<file path="src/rtl/helloworld_response_monitor.sv">
// helloworld_response_monitor: MISR signature, toggle count and pass/fail verdict over a capture window.
//   bertaClock   - sole clock, rising edge
//   global_reset - asynchronous active-low reset
//   start        - begin a capture window (from IDLE or DONE)
//   abort        - cancel the window; wins over start
//   resp_valid   - resp_in is sampled this cycle
//   resp_in      - packed netlist outputs {u38..u34, z5..z0}
//   expected_sig - golden signature, sampled when the window closes
//   busy/done    - CAPTURE / DONE state flags
//   pass         - verdict, meaningful while done=1
//   signature    - current MISR contents
//   toggle_count - saturating count of output bit toggles
//   sample_count - valid samples taken in the current window
module helloworld_response_monitor #(
  parameter int              OUT_W  = 11,
  parameter int              SIG_W  = 16,
  parameter logic [SIG_W-1:0] POLY  = 16'h1021,
  parameter logic [SIG_W-1:0] SEED  = 16'h0000,
  parameter int              CYCLES = 64,
  parameter int              CNT_W  = 16
) (
  input  logic             bertaClock,
  input  logic             global_reset,
  input  logic             start,
  input  logic             abort,
  input  logic             resp_valid,
  input  logic [OUT_W-1:0] resp_in,
  input  logic [SIG_W-1:0] expected_sig,
  output logic             busy,
  output logic             done,
  output logic             pass,
  output logic [SIG_W-1:0] signature,
  output logic [CNT_W-1:0] toggle_count,
  output logic [CNT_W-1:0] sample_count
);
  localparam int POP_W = $clog2(OUT_W + 1);
  typedef enum logic [1:0] {S_IDLE, S_CAPTURE, S_DONE} state_t;
  state_t           r_state, w_next;
  logic [SIG_W-1:0] r_sig, w_misr;
  logic [CNT_W-1:0] r_tog, r_cnt, w_tog;
  logic [CNT_W:0]   w_tog_sum;
  logic [OUT_W-1:0] r_prev;
  logic [POP_W-1:0] w_pop;
  logic             r_pass, w_arm, w_step, w_close;
  // abort blocks both re-arming and sampling, so a cancelled window keeps its debug values
  always_comb begin
    w_arm   = start && !abort && r_state != S_CAPTURE;
    w_step  = resp_valid && !abort && r_state == S_CAPTURE;
    w_close = w_step && r_cnt == CNT_W'(CYCLES - 1);
    w_next  = abort ? S_IDLE : w_arm ? S_CAPTURE : w_close ? S_DONE : r_state;
  end
  always_comb begin
    w_pop = '0;
    for (int i = 0; i < OUT_W; i++) w_pop = w_pop + POP_W'(resp_in[i] ^ r_prev[i]);
    w_misr    = {r_sig[SIG_W-2:0], 1'b0} ^ (r_sig[SIG_W-1] ? POLY : '0) ^ SIG_W'(resp_in);
    w_tog_sum = {1'b0, r_tog} + (CNT_W + 1)'(w_pop);
    w_tog     = w_tog_sum[CNT_W] ? '1 : w_tog_sum[CNT_W-1:0];
  end
  always_ff @(posedge bertaClock or negedge global_reset)
    if (!global_reset) r_state <= S_IDLE;
    else r_state <= w_next;
  always_ff @(posedge bertaClock or negedge global_reset) begin
    if (!global_reset) begin
      r_sig  <= SEED;
      r_tog  <= '0;
      r_cnt  <= '0;
      r_prev <= '0;
      r_pass <= 1'b0;
    end else begin
      if (w_arm) begin
        r_sig  <= SEED;
        r_tog  <= '0;
        r_cnt  <= '0;
        r_prev <= '0;
        r_pass <= 1'b0;
      end else if (w_step) begin
        r_sig  <= w_misr;
        r_tog  <= w_tog;
        r_cnt  <= r_cnt + CNT_W'(1);
        r_prev <= resp_in;
        if (w_close) r_pass <= w_misr == expected_sig;
      end
      if (abort) r_pass <= 1'b0;
    end
  end
  assign busy         = r_state == S_CAPTURE;
  assign done         = r_state == S_DONE;
  assign pass         = r_pass;
  assign signature    = r_sig;
  assign toggle_count = r_tog;
  assign sample_count = r_cnt;
endmodule

</file>
<file path="config.mk">
export PLATFORM = sky130hd
export DESIGN_NAME = helloworld_response_monitor
export DESIGN_NICKNAME = d
export VERILOG_FILES = /design/src/rtl/helloworld_response_monitor.sv
export SDC_FILE = /design/constraint.sdc
export NUM_CORES = 1
export LEC_CHECK = 0
export CORE_MARGIN = 5
export CORE_UTILIZATION = 46
export DETAILED_ROUTE_END_ITERATION = 10
export PLACE_DENSITY = 0.77
export RECOVER_POWER = 100
export SETUP_SLACK_MARGIN = 0.5
export SYNTH_ARGS = -nofsm -noshare
export SYNTH_HDL_FRONTEND = slang
export SYNTH_SLANG_ARGS = --single-unit
export TNS_END_PERCENT = 50
</file>
<file path="constraint.sdc">
create_clock -name bertaClock -period 4.3 [get_ports bertaClock]
set_input_delay 0.43 -clock bertaClock [delete_from_list [all_inputs] [get_ports bertaClock]]
set_output_delay 0.43 -clock bertaClock [all_outputs]
set_load 0.02 [all_outputs]
</file>
==> impl_metrics.ini <==
; implementation run metrics
[sta]
drv_slew = 63
finClkSkew_ns = 0.005956
hold-worst-slack_ns = 0.3839
max_freq_mhz = 238.0
rsz0062_at_grt = true
tightest_slew_ns = 3.342

[floorplan]
top_level_ports = 83
rows = 32
fp.dieH_um = 98.52

[grt]
grt_overflow = 0
antenna_found_initial = 0

[pwr]
pg_clk_w = 0.000576
power.density_mw_per_mm2 = 551.5
seq-power_w = 0.000704
intPower_w = 0.001636
pwr-share-clk = 0.214

[synthesis]
most_common_cell = dfrtp_1
yosysUniqueCellTypes = 43
synth.area.top_cells = dfrtp_1 43%, xnor2_1 8.5%, xor2_1 5.1%
yosysSeqAreaShare = 0.4304

[critical_path]
r2r-end = toggle_count[8]
start_kind = flop
cp-end-kind = flop
critPathKind = flop to flop
reg2regPathDepth = 14

[drt]
ant_nets = 0
routed_via_density = 5.600
wl_um = 9702

[placement]
portBuffers = 82

[status]
failed_checks = capacitance limit, slew limit
status = complete, but fails checks

[layout]
fin_area_mm2 = 0.004875
comb-cell-share = 0.4191
mi_logic_area_mm2 = 0.002043
comb.multi_input.count = 281
fin_cells = 565
n_all_buffers = 94
final-nonclk-buf-share = 0.1845
largest_class = logic gates

[cts]
clockBufferDepth = 2
clock-sinks = 62
cts_tree = yes
worst_skew_pair.late_latency_ns = 0.35

[flow_run]
max-cap-violations = 1
cell families (layout without fill, tap and decap cells):
logic type,after synthesis,in the layout,synth area share
adders and majority gates,18,18,0.07705
and+or+nand+nor,134,136,0.1878
AOI/OAI and AO/OA,69,69,0.1291
xor gates and xnor gates,56,56,0.1361
muxes,2,2,0.005554
buffers and inverters,27,120,0.03402
DFF,62,62,0.4304
metrics by stage:
stage                 util  TNS (ns)  setup WS, ns
detailed placement  0.5967    -7.708       -0.6203
finish              0.6341         0       0.09910
floorplan                -         0        0.1660
global placement    0.5967    -6.495       -0.5127
CTS                 0.6327         0      0.001864
global route        0.6341   -0.2121      -0.05519
worst max-delay path: stages (launching register included):
cell	delay, ns
dfrtp_1	0.41
xor2_2	0.16
fa_1	0.48
fa_1	0.55
inv_1	0.05
fa_1	0.46
fa_1	0.51
inv_1	0.05
ha_2	0.19
fa_2	0.39
a21oi_4	0.18
o22ai_4	0.12
and2_4	0.18
and4_1	0.19
a211oi_2	0.18
layer usage:
metal,share of wire,GRT usage
met1,0.42,0.2580
met2,0.51,0.3458
met3,0.047,0.04883
met4,0.018,0.06828
met5,0,0
layout by cell type, fill, tap and decap left out, drive strengths merged, types with 11 or more instances in the layout:
master and n:
dfrtp 62, dlygate4sd3 48, nand2 45, xnor2 35, nor2 33, clkdlybuf4s50 28, a21oi 27, xor2 21
nand3 18, clkbuf 14, buf 12, a211oi 11, ha 11
registers in the layout (all words and copies together), names as in the netlist:
signal        cells
sample_count     16
signature        16
toggle_count     16
r_prev           11
r_state           2
pass              1
what timing repair did:
item,CTS,global route
endpoints found under the setup margin,16,16
gates cloned,2,0
pin swaps,16,13
gates resized,15,5
hold buffers,0,0
buffers inserted,1,0
congestion_map.png
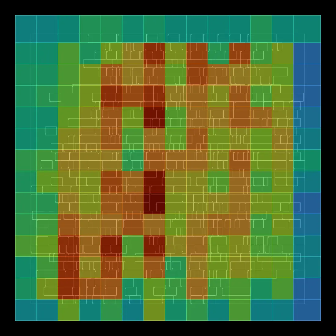
met3 GRT Util: 0.04883
routed len/inst: 17.17 µm

pinout.png
Drawn at 4 px/µm. Pins as bars across the die edge, other pins in grey.
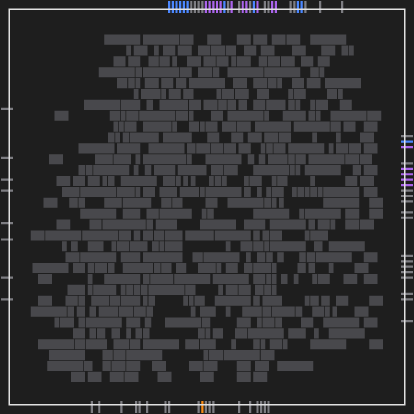
orange -> start  # pins 1, direction input, edge bottom
blue -> resp_in  # pins 11, direction input, edge 10 top, 1 right
purple -> expected_sig  # pins 16, direction input, edge 11 top, 5 right
all pins by edge = 35 top, 21 right, 19 bottom, 8 left

Power figures rest on the tool's default switching activity, not on a simulated workload.
